$ cat config.mk
export PLATFORM = sky130hd
export DESIGN_NAME = branch_predictor
export DESIGN_NICKNAME = d
export VERILOG_FILES = /design/src/rtl/bp_pkg.sv /design/src/rtl/bp_cache.sv /design/src/rtl/branch_predictor.sv
export SDC_FILE = /design/constraint.sdc
export NUM_CORES = 2
export LEC_CHECK = 0
export CAP_MARGIN = 20
export CORE_MARGIN = 3
export CORE_UTILIZATION = 45
export CTS_CLUSTER_SIZE = 20
export DETAILED_ROUTE_END_ITERATION = 8
export PLACE_DENSITY_LB_ADDON = 0.2
export SKIP_CTS_REPAIR_TIMING = 1
export SYNTH_ARGS = -nofsm -noshare
export SYNTH_HDL_FRONTEND = slang
export SYNTH_SLANG_ARGS = --single-unit
$ cat constraint.sdc
create_clock -name clk -period 4.7 [get_ports clk]
set_input_delay 0.705 -clock clk [delete_from_list [all_inputs] [get_ports clk]]
set_output_delay 0.705 -clock clk [all_outputs]
set_load 0.05 [all_outputs]
$ cat src/rtl/bp_pkg.sv
// Shared definitions for the 2-bit saturating-counter branch predictor.
package bp_pkg;

    localparam int AWIDTH = 30;
    localparam int DWIDTH = 2;

    localparam logic [1:0] STRONG_NT = 2'b00;
    localparam logic [1:0] WEAK_NT   = 2'b01;
    localparam logic [1:0] WEAK_T    = 2'b10;
    localparam logic [1:0] STRONG_T  = 2'b11;

    function automatic logic [1:0] sat_update(input logic [1:0] ctr, input logic taken);
        if (taken)
            return (ctr == STRONG_T) ? STRONG_T : ctr + 2'd1;
        else
            return (ctr == STRONG_NT) ? STRONG_NT : ctr - 2'd1;
    endfunction

endpackage

$ cat src/rtl/bp_cache.sv
// Direct-mapped tagged store: two asynchronous read ports, one clocked write port,
// synchronous active-high clear of the valid bits.
module bp_cache #(
    parameter int AWIDTH = 30,
    parameter int DWIDTH = 2,
    parameter int LINES  = 128
) (
    input  logic              clk,
    input  logic              reset,
    input  logic [AWIDTH-1:0] ra0,
    input  logic [AWIDTH-1:0] ra1,
    output logic [DWIDTH-1:0] dout0,
    output logic [DWIDTH-1:0] dout1,
    output logic              hit0,
    output logic              hit1,
    input  logic [AWIDTH-1:0] wa,
    input  logic [DWIDTH-1:0] din,
    input  logic              we
);

    localparam int IDXW = $clog2(LINES);
    localparam int TAGW = AWIDTH - IDXW;

    logic [LINES-1:0]  r_valid;
    logic [TAGW-1:0]   r_tag  [LINES];
    logic [DWIDTH-1:0] r_data [LINES];

    logic [IDXW-1:0] w_idx0, w_idx1, w_widx;

    assign w_idx0 = ra0[IDXW-1:0];
    assign w_idx1 = ra1[IDXW-1:0];
    assign w_widx = wa[IDXW-1:0];

    assign hit0  = r_valid[w_idx0] && (r_tag[w_idx0] == ra0[AWIDTH-1:IDXW]);
    assign hit1  = r_valid[w_idx1] && (r_tag[w_idx1] == ra1[AWIDTH-1:IDXW]);
    assign dout0 = r_data[w_idx0];
    assign dout1 = r_data[w_idx1];

    always_ff @(posedge clk) begin
        if (reset)
            r_valid <= '0;
        else if (we)
            r_valid[w_widx] <= 1'b1;
    end

    // NOTE: tag/data arrays are deliberately not reset; a cleared valid bit makes their contents unobservable.
    always_ff @(posedge clk) begin
        if (we) begin
            r_tag[w_widx]  <= wa[AWIDTH-1:IDXW];
            r_data[w_widx] <= din;
        end
    end

endmodule

$ cat src/rtl/branch_predictor.sv
// 2-bit saturating-counter predictor: zero-latency guess path, one-cycle write-back
// check path with pending-register forwarding, and saturating branch statistics.
module branch_predictor #(
    parameter int LINES = 128,
    parameter int CNT_W = 32
) (
    input  logic             clk,
    input  logic             reset,
    input  logic [31:0]      pc_guess,
    input  logic             is_br_guess,
    output logic             br_taken,
    input  logic [31:0]      pc_check,
    input  logic             is_br_check,
    input  logic             br_taken_check,
    output logic [CNT_W-1:0] br_count,
    output logic [CNT_W-1:0] mispred_count
);
    import bp_pkg::*;

    logic              r_pend_valid;
    logic [AWIDTH-1:0] r_pend_addr;
    logic [1:0]        r_pend_ctr;
    logic [CNT_W-1:0]  r_br_count;
    logic [CNT_W-1:0]  r_mispred_count;

    logic [DWIDTH-1:0] w_dout0, w_dout1;
    logic              w_hit0, w_hit1, w_we;
    logic [1:0]        w_guess_ctr, w_cur_ctr, w_next_ctr;
    logic              w_fwd_guess, w_fwd_check, w_pred, w_mispred;
    logic              w_unused;

    assign w_unused = ^{pc_guess[1:0], pc_check[1:0]};

    // A pending write must not land in the cache while reset is asserted.
    assign w_we = r_pend_valid & reset;

    bp_cache #(
        .AWIDTH(AWIDTH),
        .DWIDTH(DWIDTH),
        .LINES (LINES)
    ) u_cache (
        .clk  (clk),
        .reset(~reset),
        .ra0  (pc_guess[31:2]),
        .ra1  (pc_check[31:2]),
        .dout0(w_dout0),
        .dout1(w_dout1),
        .hit0 (w_hit0),
        .hit1 (w_hit1),
        .wa   (r_pend_addr),
        .din  (r_pend_ctr),
        .we   (w_we)
    );

    assign w_fwd_guess = r_pend_valid && (r_pend_addr == pc_guess[31:2]);
    assign w_fwd_check = r_pend_valid && (r_pend_addr == pc_check[31:2]);

    // NOTE: every always_comb output gets a default first so no path can infer a latch.
    always_comb begin
        w_guess_ctr = STRONG_NT;
        if (w_fwd_guess)
            w_guess_ctr = r_pend_ctr;
        else if (w_hit0)
            w_guess_ctr = w_dout0;
    end

    assign br_taken = is_br_guess & w_guess_ctr[1] & reset;

    always_comb begin
        w_cur_ctr  = w_fwd_check ? r_pend_ctr : w_dout1;
        w_next_ctr = br_taken_check ? WEAK_T : WEAK_NT;
        w_pred     = 1'b0;
        if (w_fwd_check || w_hit1) begin
            w_next_ctr = sat_update(w_cur_ctr, br_taken_check);
            w_pred     = w_cur_ctr[1];
        end
    end

    assign w_mispred = (w_pred != br_taken_check);

    // NOTE: state updates use non-blocking assignments so every register samples pre-edge values.
    always_ff @(posedge clk or negedge reset) begin
        if (!reset) begin
            r_pend_valid    <= 1'b0;
            r_pend_addr     <= '0;
            r_pend_ctr      <= STRONG_NT;
            r_br_count      <= '0;
            r_mispred_count <= '0;
        end else begin
            r_pend_valid <= is_br_check;
            r_pend_addr  <= pc_check[31:2];
            r_pend_ctr   <= w_next_ctr;
            if (is_br_check) begin
                if (r_br_count != '1)
                    r_br_count <= r_br_count + CNT_W'(1);
                if (w_mispred && (r_mispred_count != '1))
                    r_mispred_count <= r_mispred_count + CNT_W'(1);
            end
        end
    end

    assign br_count      = r_br_count;
    assign mispred_count = r_mispred_count;

endmodule
==> impl_metrics.yaml <==
# generated from flow reports
outcome:
  run_status: "finished with violations"
  violations: "setup timing"
logic_synthesis:
  synth.distinct_cells: 85
  edf_count: 3200
  ys_chip_area_um2: 158000
  async_reset_ff_share_pct: 2.83
  ys_sh_mux_pct: 26.6
  syn_inst: 8150
  yosysTopAreaCell: "edfxtp_1"
  synth.area.top_cells: "edfxtp_1 (61%), mux4_2 (23%), mux2i_1 (3.6%)"
  yosys-top-cells-count: "edfxtp_1 (3200), mux4_2 (1590), mux2i_1 (569)"
  fa_ha_area_share_pct: 0.0158
place:
  port-buffer-count: 129
power_and_ir_drop:
  p_switching_mw: 17.2
  ir_drop_v: 0.000343
  power_leader: "registers"
cells_and_area:
  drive_above_1_share_pct: 38.6
  signal_buffers: 1459
  nClkBuffers: 447
  buffer_area_share_pct: 7.77
  logic_gates: 4097
  combGateArea_um2: 54900
  lay_top_cells: "edfxtp_1 (3200), mux4_2 (1590), buf_4 (1066), mux2i_1 (568), clkbuf_16 (369)"
  largestClassByArea: "registers"
  comb_area_share_pct: 29.1
detailed_routing:
  routed.top_layer: "met5"
cts:
  clockBufferDepth: 4
final_timing:
  setup_ws_ns: -0.875
  max-slew-margin-rel_pct: 18.7
  finalSetupTns_ns: -0.875
  rsz0062_at_grt: "yes"
  worstMarginPinSlew_ns: 1.22
  setup_viol: 1
setup_path:
  worst_path_most_repeated_cell: "mux4_2"
  r2r_setup_slack_ns: 0.38
grt:
  grt_use_total_pct: 34.7
[worst max-delay path: cells and delay by family (launching register included)]
kind | cells | cell delay [ns]
simple gates | 5 | 1.05
compound gates | 2 | 0.22
xor+xnor | 1 | 0.16
buf+inv | 2 | 0.30
flops | 1 | 0.42
mux | 3 | 1.73
[state kept, by name, summed over array words and instances (netlist names)]
name and flops:
r_pend_valid 1, r_pend_ctr 2, br_count 32, u_cache.r_data 256, mispred_count 32, r_pend_addr 30
u_cache.r_tag 2944, u_cache.r_valid 128
[metal layers]
layer	vias to the layer above	GRT usage (%)
met5	-	0
met4	16	23.5
met3	1615	10.5
met2	8291	50.6
met1	53500	45.0
li1	37500	-
**Cell classes on the final placement**

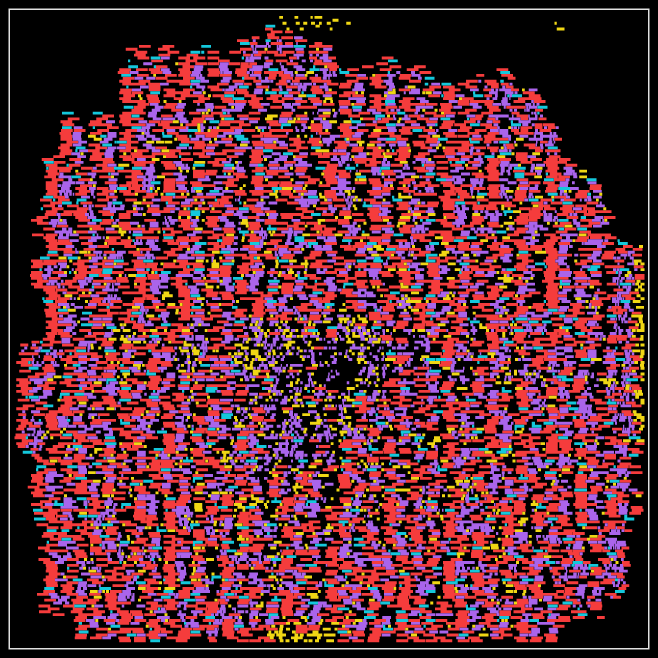
legend:
  cyan:
    class: clock drivers and dummy loads
    cells: 669
    share_of_their_area: 6.4%
  purple:
    class: combinational and other logic
    cells: 4113
    share_of_their_area: 30%
  red:
    class: flops
    cells: 3425
    share_of_their_area: 55%
  yellow:
    class: other buffers and delay cells
    cells: 1459
    share_of_their_area: 8.0%

**Supply network**

The bar under the picture is 200 um long. Pins as bars on the die edge.
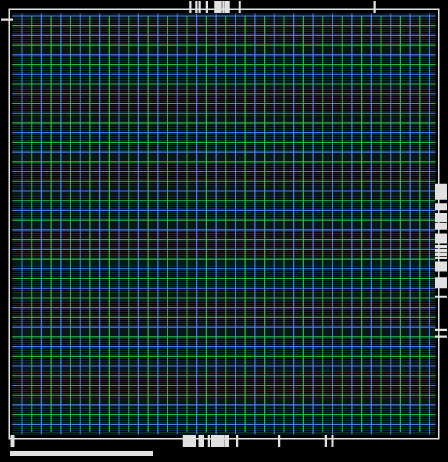
legend:
  blue:
    net: VSS
  green:
    net: VDD
rows: 216
signal pins: 134
met5 straps: 43
met1 rails: 217

**Local utilization**

The bar under the picture is 200 um long. The die is cut into 30 by 30 equal tiles; black is low, pale yellow is high, 0 to 100% covered.
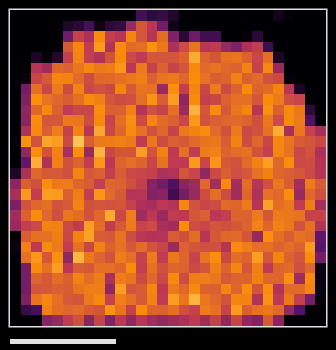
tiles over 75% full: 6.2%
nearly empty tiles: 13%
fullest tile: 87%
total core area: 348000 um^2
Final Util: 54.1%
Pre-Place Util: 45.4%

